Run 1, sizing map:
Scale bar: 20 µm.
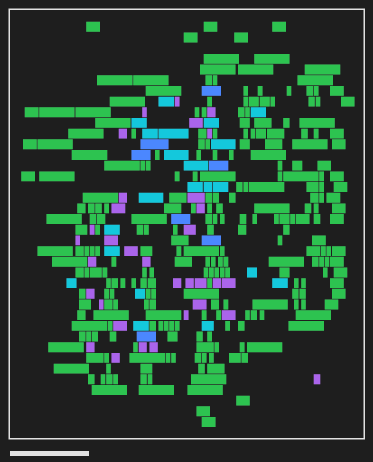
Run 1, routed metal per tile:
The die is cut into 18 by 22 equal tiles; dark blue is low, red is high, scaled to the fullest tile. Values are wire area over tile area, all layers added.
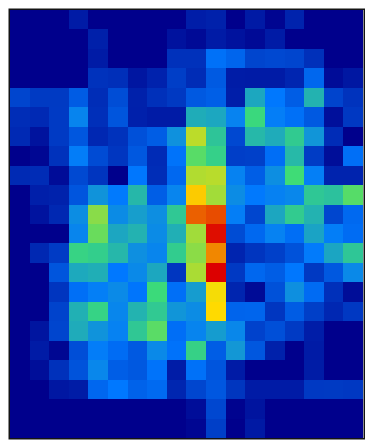
Run 1, sequential cells grouped by signal name:
Scale bar: 20 µm. Other sequential cells in the stronger gray, the rest of the logic in the fainter gray.
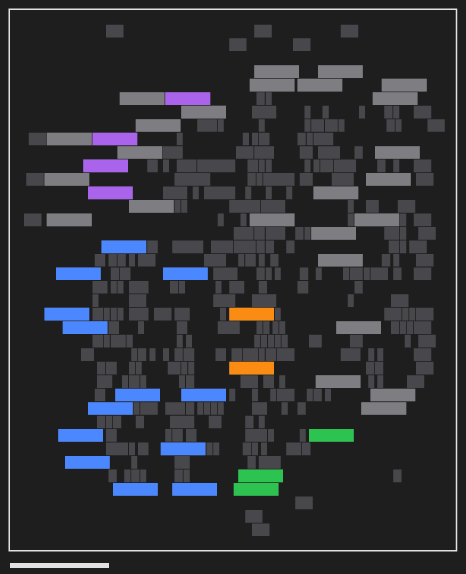
===== src/rtl/lock_seq_if.sv =====
// rtl/lock_seq_if.sv - keypad/store bus between the lock front end and lock_seq_ctrl
interface lock_seq_if;
    logic [1:0] key;
    logic       keypress;
    logic       confirm;
    logic       change_req;
    logic       lock_req;
    logic [2:0] rd_idx;
    logic [1:0] rd_digit;
    logic [2:0] cur_len;
    logic       wr_en;
    logic [2:0] wr_idx;
    logic [1:0] wr_digit;
    logic       len_wr;
    logic [2:0] new_len;
    logic       unlocked;
    logic       prog_mode;
    logic       alarm;
    logic [2:0] fail_cnt;

    modport master (
        output key, keypress, confirm, change_req, lock_req, rd_digit, cur_len,
        input  rd_idx, wr_en, wr_idx, wr_digit, len_wr, new_len,
        input  unlocked, prog_mode, alarm, fail_cnt
    );

    modport slave (
        input  key, keypress, confirm, change_req, lock_req, rd_digit, cur_len,
        output rd_idx, wr_en, wr_idx, wr_digit, len_wr, new_len,
        output unlocked, prog_mode, alarm, fail_cnt
    );
endinterface


===== src/rtl/lock_seq_ctrl.sv =====
// rtl/lock_seq_ctrl.sv - digital lock sequencer; LOCK_DEBOUNCE_EN adds per-button debouncers
module lock_seq_ctrl #(
    parameter int MAX_FAIL    = 3,
    parameter int LOCK_CYCLES = 1000,
    parameter int OPEN_CYCLES = 5000,
    parameter int DEB_CYCLES  = 16
) (
    input  logic       clk,
    input  logic       rst_n,
    lock_seq_if.slave  bus
);
    localparam int TMAX = (LOCK_CYCLES > OPEN_CYCLES) ? LOCK_CYCLES : OPEN_CYCLES;
    localparam int TW   = $clog2(TMAX + 1);

    typedef enum logic [1:0] {S_LOCKED, S_OPEN, S_PROGRAM, S_LOCKOUT} state_t;

    // button order: {lock_req, change_req, confirm, keypress}
    logic [3:0] raw, sync1, sync2, lvl, lvl_q, press;
    assign raw = {bus.lock_req, bus.change_req, bus.confirm, bus.keypress};

    always_ff @(posedge clk or negedge rst_n) begin
        if (!rst_n) begin
            sync1 <= '0;
            sync2 <= '0;
            lvl_q <= '0;
        end else begin
            sync1 <= raw;
            sync2 <= sync1;
            lvl_q <= lvl;
        end
    end

`ifdef LOCK_DEBOUNCE_EN
    localparam int DW = $clog2(DEB_CYCLES + 1);
    logic [DW-1:0] deb_cnt [4];
    logic [3:0]    deb_lvl;

    always_ff @(posedge clk or negedge rst_n) begin
        if (!rst_n) begin
            deb_lvl <= '0;
            for (int i = 0; i < 4; i++) deb_cnt[i] <= '0;
        end else begin
            for (int i = 0; i < 4; i++) begin
                if (sync2[i] == deb_lvl[i]) begin
                    deb_cnt[i] <= '0;
                end else if (deb_cnt[i] == DW'(DEB_CYCLES - 1)) begin
                    deb_lvl[i] <= sync2[i];
                    deb_cnt[i] <= '0;
                end else begin
                    deb_cnt[i] <= deb_cnt[i] + 1'b1;
                end
            end
        end
    end
    assign lvl = deb_lvl;
`else
    assign lvl = sync2;
`endif

    assign press = lvl & ~lvl_q;

    logic p_key, p_conf, p_change, p_lock, any_press;
    assign p_key     = press[0];
    assign p_conf    = press[1];
    assign p_change  = press[2];
    assign p_lock    = press[3];
    assign any_press = |press;

    state_t        state;
    logic [2:0]    idx, fail_cnt, wr_idx, new_len;
    logic [1:0]    wr_digit;
    logic          mismatch, wr_en, len_wr, unlocked, prog_mode, alarm;
    logic [TW-1:0] timer;

    logic [2:0] fail_next;
    logic       lock_done, relock;
    assign fail_next = fail_cnt + 3'd1;
    assign lock_done = (timer == TW'(LOCK_CYCLES - 1));
    // lock_req outranks every other press; a press also defeats the idle timeout
    assign relock    = p_lock || (!any_press && (timer == TW'(OPEN_CYCLES - 1)));

    always_ff @(posedge clk or negedge rst_n) begin
        if (!rst_n) begin
            state     <= S_LOCKED;
            idx       <= '0;
            mismatch  <= 1'b0;
            fail_cnt  <= '0;
            timer     <= '0;
            wr_en     <= 1'b0;
            wr_idx    <= '0;
            wr_digit  <= '0;
            len_wr    <= 1'b0;
            new_len   <= '0;
            unlocked  <= 1'b0;
            prog_mode <= 1'b0;
            alarm     <= 1'b0;
        end else begin
            wr_en  <= 1'b0;
            len_wr <= 1'b0;
            case (state)
                S_LOCKED: begin
                    if (p_conf) begin
                        idx      <= '0;
                        mismatch <= 1'b0;
                        timer    <= '0;
                        if (idx == bus.cur_len && !mismatch) begin
                            state    <= S_OPEN;
                            unlocked <= 1'b1;
                            fail_cnt <= '0;
                        end else begin
                            fail_cnt <= fail_next;
                            if (fail_next >= 3'(MAX_FAIL)) begin
                                state <= S_LOCKOUT;
                                alarm <= 1'b1;
                            end
                        end
                    end else if (p_key) begin
                        if (bus.key != bus.rd_digit || idx == 3'd7) mismatch <= 1'b1;
                        if (idx != 3'd7) idx <= idx + 3'd1;
                    end
                end
                S_LOCKOUT: begin
                    if (lock_done) begin
                        state    <= S_LOCKED;
                        alarm    <= 1'b0;
                        fail_cnt <= '0;
                        timer    <= '0;
                    end else begin
                        timer <= timer + 1'b1;
                    end
                end
                S_OPEN, S_PROGRAM: begin
                    if (relock) begin
                        state     <= S_LOCKED;
                        unlocked  <= 1'b0;
                        prog_mode <= 1'b0;
                        idx       <= '0;
                        mismatch  <= 1'b0;
                        timer     <= '0;
                    end else if (any_press) begin
                        timer <= '0;
                        if (state == S_OPEN) begin
                            if (p_change) begin
                                state     <= S_PROGRAM;
                                prog_mode <= 1'b1;
                                idx       <= '0;
                            end
                        end else if (p_conf) begin
                            // an empty entry leaves the stored length untouched
                            len_wr    <= (idx != 3'd0);
                            new_len   <= idx;
                            state     <= S_OPEN;
                            prog_mode <= 1'b0;
                            idx       <= '0;
                        end else if (p_key && idx != 3'd7) begin
                            wr_en    <= 1'b1;
                            wr_idx   <= idx;
                            wr_digit <= bus.key;
                            idx      <= idx + 3'd1;
                        end
                    end else begin
                        timer <= timer + 1'b1;
                    end
                end
                default: state <= S_LOCKED;
            endcase
        end
    end

    assign bus.rd_idx    = idx;
    assign bus.wr_en     = wr_en;
    assign bus.wr_idx    = wr_idx;
    assign bus.wr_digit  = wr_digit;
    assign bus.len_wr    = len_wr;
    assign bus.new_len   = new_len;
    assign bus.unlocked  = unlocked;
    assign bus.prog_mode = prog_mode;
    assign bus.alarm     = alarm;
    assign bus.fail_cnt  = fail_cnt;
endmodule


===== src/flat_wrapper.sv =====
// flat-port wrapper written by rule: the top's interface ports become plain ports
module lock_seq_ctrl_flat 
#(
    parameter int MAX_FAIL    = 3,
    parameter int LOCK_CYCLES = 1000,
    parameter int OPEN_CYCLES = 5000,
    parameter int DEB_CYCLES  = 16
)
  (clk, rst_n, bus_key, bus_keypress, bus_confirm, bus_change_req, bus_lock_req, bus_rd_digit, bus_cur_len, bus_rd_idx, bus_wr_en, bus_wr_idx, bus_wr_digit, bus_len_wr, bus_new_len, bus_unlocked, bus_prog_mode, bus_alarm, bus_fail_cnt);
  lock_seq_if bus_i ();
  input  logic clk;
  input  logic rst_n;
  input wire logic [$bits(bus_i.key)-1:0] bus_key;
  input wire logic [$bits(bus_i.keypress)-1:0] bus_keypress;
  input wire logic [$bits(bus_i.confirm)-1:0] bus_confirm;
  input wire logic [$bits(bus_i.change_req)-1:0] bus_change_req;
  input wire logic [$bits(bus_i.lock_req)-1:0] bus_lock_req;
  input wire logic [$bits(bus_i.rd_digit)-1:0] bus_rd_digit;
  input wire logic [$bits(bus_i.cur_len)-1:0] bus_cur_len;
  output wire logic [$bits(bus_i.rd_idx)-1:0] bus_rd_idx;
  output wire logic [$bits(bus_i.wr_en)-1:0] bus_wr_en;
  output wire logic [$bits(bus_i.wr_idx)-1:0] bus_wr_idx;
  output wire logic [$bits(bus_i.wr_digit)-1:0] bus_wr_digit;
  output wire logic [$bits(bus_i.len_wr)-1:0] bus_len_wr;
  output wire logic [$bits(bus_i.new_len)-1:0] bus_new_len;
  output wire logic [$bits(bus_i.unlocked)-1:0] bus_unlocked;
  output wire logic [$bits(bus_i.prog_mode)-1:0] bus_prog_mode;
  output wire logic [$bits(bus_i.alarm)-1:0] bus_alarm;
  output wire logic [$bits(bus_i.fail_cnt)-1:0] bus_fail_cnt;
  assign bus_i.key = bus_key;
  assign bus_i.keypress = bus_keypress;
  assign bus_i.confirm = bus_confirm;
  assign bus_i.change_req = bus_change_req;
  assign bus_i.lock_req = bus_lock_req;
  assign bus_i.rd_digit = bus_rd_digit;
  assign bus_i.cur_len = bus_cur_len;
  assign bus_rd_idx = bus_i.rd_idx;
  assign bus_wr_en = bus_i.wr_en;
  assign bus_wr_idx = bus_i.wr_idx;
  assign bus_wr_digit = bus_i.wr_digit;
  assign bus_len_wr = bus_i.len_wr;
  assign bus_new_len = bus_i.new_len;
  assign bus_unlocked = bus_i.unlocked;
  assign bus_prog_mode = bus_i.prog_mode;
  assign bus_alarm = bus_i.alarm;
  assign bus_fail_cnt = bus_i.fail_cnt;
  lock_seq_ctrl #(.MAX_FAIL(MAX_FAIL), .LOCK_CYCLES(LOCK_CYCLES), .OPEN_CYCLES(OPEN_CYCLES), .DEB_CYCLES(DEB_CYCLES)) u_core (.clk(clk), .rst_n(rst_n), .bus(bus_i));
endmodule

===== config.mk =====
export PLATFORM = sky130hd
export DESIGN_NAME = lock_seq_ctrl_flat
export DESIGN_NICKNAME = d
export VERILOG_FILES = /design/src/rtl/lock_seq_if.sv /design/src/rtl/lock_seq_ctrl.sv /design/src/flat_wrapper.sv
export SDC_FILE = /design/constraint.sdc
export NUM_CORES = 1
export LEC_CHECK = 0
export ABC_AREA = 1
export CAP_MARGIN = 40
export CORE_AREA = 2 2 88 107
export DETAILED_ROUTE_END_ITERATION = 16
export DIE_AREA = 0 0 90 109
export GPL_ROUTABILITY_DRIVEN = 1
export HOLD_SLACK_MARGIN = 0.06
export PLACE_DENSITY_LB_ADDON = 0.2
export SETUP_SLACK_MARGIN = 0.1
export SLEW_MARGIN = 20
export SYNTH_ARGS = -nofsm -noshare
export SYNTH_HDL_FRONTEND = slang
export SYNTH_SLANG_ARGS = --single-unit

===== constraint.sdc =====
create_clock -name clk -period 3.12 [get_ports clk]
set_input_delay 0.78 -clock clk [delete_from_list [all_inputs] [get_ports clk]]
set_output_delay 0.78 -clock clk [all_outputs]
set_load 0.005 [all_outputs]

==> job_summary.md, run 1 <==
## Synthesis and layout report

| Metric | Value |
|---|---|
| H-Tree Depth | `2` |
| Maximum number of pins on one net before global-route repair | `18` |
| Depth of the worst register-to-register path | `8` |
| Main flop type after synthesis | `sky130_fd_sc_hd__dfrtp_1` |
| Vias in the first global route | `just over 2000` |
| I/O Pins | `32` |
| Startpoint class of the critical path | `register` |
| Skew final | `0.00760 ns` |
| RSZ-0062 raised after global routing | `false` |
| Minimum setup slack after placement | `~0.76 ns` |
| Measured slew at the worst slew-check pin | `0.453 ns` |
| Tool Warnings | `31` |
| Post-CTS repair timing setup buffer count | `0` |
| Number of nets at the end of the flow | `approximately 350` |
| Iteration tally of the first detailed-router pass | `4` |
| Routability cong. | `between 0.7 and 0.8` |
| Total power | `roughly 2500 µW` |
| Cells resized by post-CTS repair | `0` |
| Maximum root-to-sink buffer count | `2` |
| Clock buffer instance count of the final layout | `6` |
| Area fraction in compound gates | `0.109` |
| Register with the most flip-flops | `u_core.timer` |
| Chip area | `about 0.0098 mm²` |
| Maximum operating frequency | `around 480 MHz` |
| Residual DRC count | `0` |
| Hold-critical path depth | `0` |
| FF+latch count | `47` |
| Final cell count without fillers | `445` |
| Die x size | `90 µm` |
| Most common logic cells in the final layout | `62 x sky130_fd_sc_hd__nand2_1, 47 x sky130_fd_sc_hd__dfrtp_1, 30 x sky130_fd_sc_hd__clkdlybuf4s50_1` |
| Count of instantiated cells in the yosys netlist | `about 290` |
| Placement row count | `38` |
| Top cell category | `multi-input combinational cells` |
| Crit path kind | `register to register` |
| Layout multi-input combinational cell count | `199` |
| Worst-case setup margin in the final layout | `1.02 ns` |
| Port-buffer cells | `31` |
| Most frequent standard cell in the layout excluding fill and tap cells | `sky130_fd_sc_hd__nand2_1` |
| First-pass GRT wire length | `between 9000 and 10000 µm` |
| Worst setup path startpoint | `u_core.state[0]` |
| Setup_tns | `0 ns` |
| Count of nets left with antenna violations after detail routing | `0` |
| Synthesized registers | `approximately 47` |
| Share of synthesized area spent on multiplexers | `0` |
| Yosys warnings | `0` |
| EDFF count, synth | `0` |
| Required time at the endpoint of the critical path | `3.33 ns` |
| Number of ordinary inverters in the final layout | `38` |
| Iteration-0 DRC count of the detailed router | `81` |
| Number of non-clock buffers | `33` |
| Dominant combinational family | `simple AND/OR/NAND/NOR gates` |
| Post-Syn Area per Cell | `between 9 and 10 µm²` |
| Share of the cycle needed by the critical path after routing | `0.673` |
| Xor/xnor share | `0.0237` |
| Run status | `completed` |
| Drt via density | `around 4.4` |
-- 'sizing map' (at the start) --
| size | color | cells | share |
|---|---|---|---|
| drive 6 and up | blue | 7 | 2.2% |
| drive 1 or less | green | 264 | 81% |
| drive 2 | purple | 33 | 10% |
| drive 3 to 4 | cyan | 21 | 6.5% |

-- 'routed metal per tile' (at the start) --
mean over tiles: 0.087
densest ninth of the die: center
nearly empty tiles: 25%
fullest tile: 0.51
tiles over half the peak: 5.3%
number of vias after detailed routing: 1980
WL per Instance: 12.1 µm
Total Routing Usage GR: 0.122

-- 'sequential cells grouped by signal name' (at the start) --
| name in the netlist | color | flops |
|---|---|---|
| u_core.lvl | purple | 4 |
| u_core.bus.fail_cnt | green | 3 |
| u_core.state | orange | 2 |
| u_core.timer | blue | 13 |
power of the sequential group: 859 µW
storage element area: 0.00118 mm²
Layout Utilization: 0.356
sequential fraction of total cell area: 0.373

[run 1: cell families after synthesis]
kind of cell | after synthesis
AND-OR/OR-AND | 49
XOR/XNOR | 7
adder cells (fa/ha/maj) | 10
buffers and inverters | 39
flip-flops | 47
AND/OR/NAND/NOR | 133
[run 1: through the flow]
step                cell area [µm²]  hold slack [ns]
floorplan                      2580            0.331
global placement               3050            0.333
detailed placement             3050            0.335
CTS                            3150            0.359
global route                   3150            0.368
finish                         3150            0.355
[run 1: worst paths after layout]
kind | endpoint | slack (ns)
hold reg to reg | u_core.lvl[1] | 0.35
setup / recovery | u_core.bus.rd_idx[0] | 1.02
hold / removal | u_core.lvl[1] | 0.35
setup reg to reg | u_core.bus.rd_idx[0] | 1.02
max in group asynchronous | u_core.state[0] | 2.19
min in group asynchronous | u_core.bus.wr_digit[0] | 0.37
[run 1: worst max-delay path: stages, from the launching register on]
cell	delay, ns
sky130_fd_sc_hd__dfrtp_1	0.41
sky130_fd_sc_hd__inv_1	0.08
sky130_fd_sc_hd__ha_1	0.27
sky130_fd_sc_hd__nand2_1	0.38
sky130_fd_sc_hd__inv_1	0.28
sky130_fd_sc_hd__a21oi_2	0.25
sky130_fd_sc_hd__nand3_4	0.12
sky130_fd_sc_hd__o21bai_1	0.14
sky130_fd_sc_hd__nand2_1	0.06
[run 1: cell usage after synthesis, types with 3 or more instances]
master | instances | share of area
sky130_fd_sc_hd__a21oi_1 | 5 | 0.0097
sky130_fd_sc_hd__dfrtp_1 | 47 | 0.45
sky130_fd_sc_hd__ha_1 | 10 | 0.048
sky130_fd_sc_hd__inv_1 | 29 | 0.042
sky130_fd_sc_hd__inv_2 | 7 | 0.010
sky130_fd_sc_hd__nand2_1 | 62 | 0.090
sky130_fd_sc_hd__nand2_2 | 7 | 0.017
sky130_fd_sc_hd__nand2_4 | 7 | 0.030
sky130_fd_sc_hd__nand3_1 | 10 | 0.019
sky130_fd_sc_hd__nand3_2 | 5 | 0.019
sky130_fd_sc_hd__nand3_4 | 4 | 0.027
sky130_fd_sc_hd__nand4_1 | 5 | 0.012
sky130_fd_sc_hd__nor2_1 | 16 | 0.023
sky130_fd_sc_hd__nor2_2 | 7 | 0.017
sky130_fd_sc_hd__nor2_4 | 4 | 0.017
sky130_fd_sc_hd__nor3_2 | 3 | 0.012
sky130_fd_sc_hd__o21a_1 | 3 | 0.0087
sky130_fd_sc_hd__o21ai_0 | 8 | 0.015
sky130_fd_sc_hd__o21ai_1 | 19 | 0.037
sky130_fd_sc_hd__o21bai_1 | 3 | 0.0087
sky130_fd_sc_hd__o22ai_1 | 5 | 0.012
sky130_fd_sc_hd__xnor2_1 | 3 | 0.010
sky130_fd_sc_hd__xor2_1 | 4 | 0.014
[run 1: routing by layer]
metal / up-vias / global-route usage / part of all wire
met5: - / 0 / 0
met2: 39 / 0.210 / 0.49
met4: 0 / 0.0648 / 0.030
met1: 925 / 0.144 / 0.44
met3: 13 / 0.0235 / 0.041
li1: 1003 / - / -
[run 1: report_power, final]
group | internal [µW] | switching, µW | leakage, µW
logic | 521 | 699 | 0.000738
registers | 754 | 106 | 0.000597
clock network | 181 | 223 | 0.0000474
total | 1460 | 1030 | 0.00138
Run 1, clock distribution:
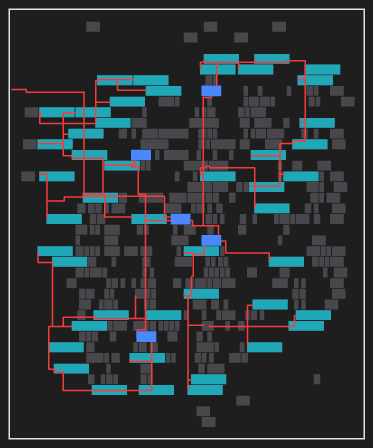

==> run 1 -> run 2 <==
clock period = 1.9 ns   (was 3.12 ns; I/O delays follow)
Run 2, clock distribution:
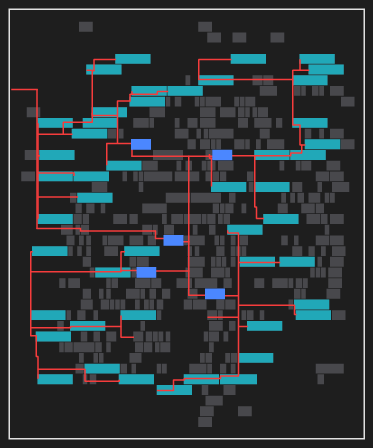
[flip-flops] cyan | count: 47
[clock wires] red | length: 650 µm
[cells driving clock nets] blue | count: 5
flops lie: spread over the die
clock network fraction of total power: 0.142
clock latency on the worst-skew pair: 0.30 ns
skew final: 0.00514 ns
power in the clock group: 604 µW

==> run 2 against run 1 <==
Against the previous run: first-iteration DRC count fell by 21%; register-to-register slack worse by 0.82 ns; sequential share of layout area down 1.4 points; setup slack lost 0.89 ns; synthesized cell count unchanged; clock power grew 49%; routed wire length grew 3.9%; flip-flop count unchanged; hold slack got worse by 0.23 ns.
==> job_summary.md, run 2 <==
## Synthesis and layout report

| Metric | Value |
|---|---|
| Register with the most flip-flops | `u_core.timer` |
| Count of nets left with antenna violations after detail routing | `0 (unchanged)` |
| Maximum operating frequency | `566 MHz` |
| Startpoint class of the critical path | `register` |
| Share of the cycle needed by the critical path after routing | `0.930` |
| Run status | `completed` |
| GR Layer Usage met1 | `0.146 (+0.00231)` |
| Top area contributor share | `0.455 (unchanged)` |
| Drt via density | `4.42 (-0.64%)` |
| Routability cong. | `0.782 (+1.7%)` |
| Maximum number of pins on one net before global-route repair | `48 (+30)` |
| Measured slew at the worst slew-check pin | `0.291 ns (-0.162 ns)` |
| I/O Pins | `32 (unchanged)` |
| Post-Syn Area per Cell | `9.07 µm² (unchanged)` |
| Terminus of the critical flop-to-flop path | `u_core.bus.rd_idx[1]` |
| Iteration-0 DRC count of the detailed router | `64 (-21%)` |
| Slack of the worst reg-to-reg path | `0.20 ns (-0.82 ns)` |
| Largest cells by area after synthesis | `sky130_fd_sc_hd__dfrtp_1 45%, sky130_fd_sc_hd__nand2_1 9.0%, sky130_fd_sc_hd__ha_1 4.8%` |
| Top cell type by total area after synthesis | `sky130_fd_sc_hd__dfrtp_1` |
| Fin area | `0.00328 mm² (+4.1%)` |
| Crit path kind | `register to output pin` |
| First-pass GRT wire length | `9560 µm (+0.58%)` |
| Count of instantiated cells in the yosys netlist | `285 (unchanged)` |
| WL per Instance | `12.3 µm (+1.4%)` |
| Synthesized registers | `47 (unchanged)` |
| RSZ-0062 raised after global routing | `true` |
| Internal cell power | `2510 µW (+73%)` |
| Number of vias after detailed routing | `2016 (+1.8%)` |
| Maximum root-to-sink buffer count | `2 (unchanged)` |
| EDFF count, synth | `0 (unchanged)` |
| Yosys warnings | `0 (unchanged)` |
| Placement row count | `38 (unchanged)` |
| Depth of the worst register-to-register path | `8 (unchanged)` |
| Total net switching power | `1750 µW (+70%)` |
| Met3 track demand over resource | `0.0290 (+0.00553)` |
| Switching Share | `0.410 (-0.00361)` |
| Tool Warnings | `33 (+6.5%)` |
| Required time at the endpoint of the critical path | `1.42 ns (-1.91 ns)` |
| Final cell count without fillers | `456 (+2.5%)` |
| Die x size | `90 µm (unchanged)` |
| Chip area | `0.00981 mm² (unchanged)` |
| Portion of total power attributed to sequential cells | `0.331 (-0.015)` |
| GR met2 Demand/Resource | `0.216 (+0.00644)` |
| Number of nets at the end of the flow | `358 (+3.2%)` |
| Most common logic cells in the final layout | `60 x sky130_fd_sc_hd__nand2_1, 46 x sky130_fd_sc_hd__dfrtp_1, 29 x sky130_fd_sc_hd__clkdlybuf4s50_1` |
| Iteration tally of the first detailed-router pass | `4 (unchanged)` |
run 2: cell counts after synthesis:
Identical to the previous run, type by type.
run 2: critical path, cell delays in order (launching register included):
cell	delay, ns
sky130_fd_sc_hd__dfrtp_1	0.36
sky130_fd_sc_hd__buf_4	0.14
sky130_fd_sc_hd__clkdlybuf4s50_1	0.50
run 2: metrics by stage:
| stage | setup WS, ns | util | setup TNS, ns |
|---|---|---|---|
| 2_1_floorplan | 0.311 | - | 0 |
| 3_3_place_gp | -0.0186 | 0.354 | -0.0186 |
| 3_5_place_dp | -0.0702 | 0.354 | -0.175 |
| 4_1_cts | 0.0747 | 0.365 | 0 |
| 5_1_grt | 0.0545 | 0.371 | 0 |
| 6_report | 0.133 | 0.371 | 0 |
run 2: worst max path at each step:
stage | start | end | slack (ns) | depth (start not counted)
floorplan | u_core.timer[0] | u_core.bus.wr_idx[0] | 0.31 | 10
global placement | bus_cur_len[1] | u_core.bus.alarm | -0.02 | 11
detailed placement | bus_cur_len[1] | u_core.bus.alarm | -0.07 | 11
CTS | u_core.timer[0] | u_core.bus.wr_idx[0] | 0.07 | 10
global route | u_core.timer[0] | u_core.bus.rd_idx[1] | 0.05 | 10
finish | u_core.bus.rd_idx[0] | bus_rd_idx[0] | 0.13 | 2
run 2: layout make-up:
class / count / area (µm²) / area share
multi-input cells: 199 / 1290 / 0.395
flip-flops and latches: 47 / 1180 / 0.359
repair buffers: 44 / 418 / 0.127
well taps: 120 / 150 / 0.0458
inverters: 38 / 149 / 0.0454
clock buffers: 5 / 68.8 / 0.0210
clock inverters: 3 / 20.0 / 0.00611
run 2: power by group through the flow:
| stage | combinational [µW] | clock (µW) | sequential (µW) |
|---|---|---|---|
| floorplan | 1320 | 0 | 1420 |
| global placement | 2170 | 0 | 1430 |
| detailed placement | 2200 | 0 | 1430 |
| CTS | 2210 | 642 | 1410 |
| global route | 2510 | 674 | 1440 |
| finish | 2250 | 604 | 1410 |
run 2: metal layers:
| layer | wire length [µm] | up-vias |
|---|---|---|
| met5 | 0 | - |
| met4 | 70 | 0 |
| met3 | 200 | 6 |
| met2 | 2800 | 29 |
| met1 | 2540 | 959 |
| li1 | - | 1022 |
run 2: logic make-up (layout without fill, tap and decap cells):
family                   after synthesis  in the layout  synth area share
flip-flops                            47             47             0.455
AND-OR/OR-AND                         49             49             0.109
XOR/XNOR                               7              7            0.0237
buffers and inverters                 39             90            0.0581
AND/OR/NAND/NOR                      133            133             0.305
adder cells (fa/ha/maj)               10             10            0.0484
run 2: repair_timing:
action | 4_1_cts | 5_1_grt
pin swaps | 0 | 8
setup endpoints to repair | 4 | 27
gates resized | 1 | 11
buffers inserted | 0 | 2
Power is estimated from default activity; no workload was simulated.
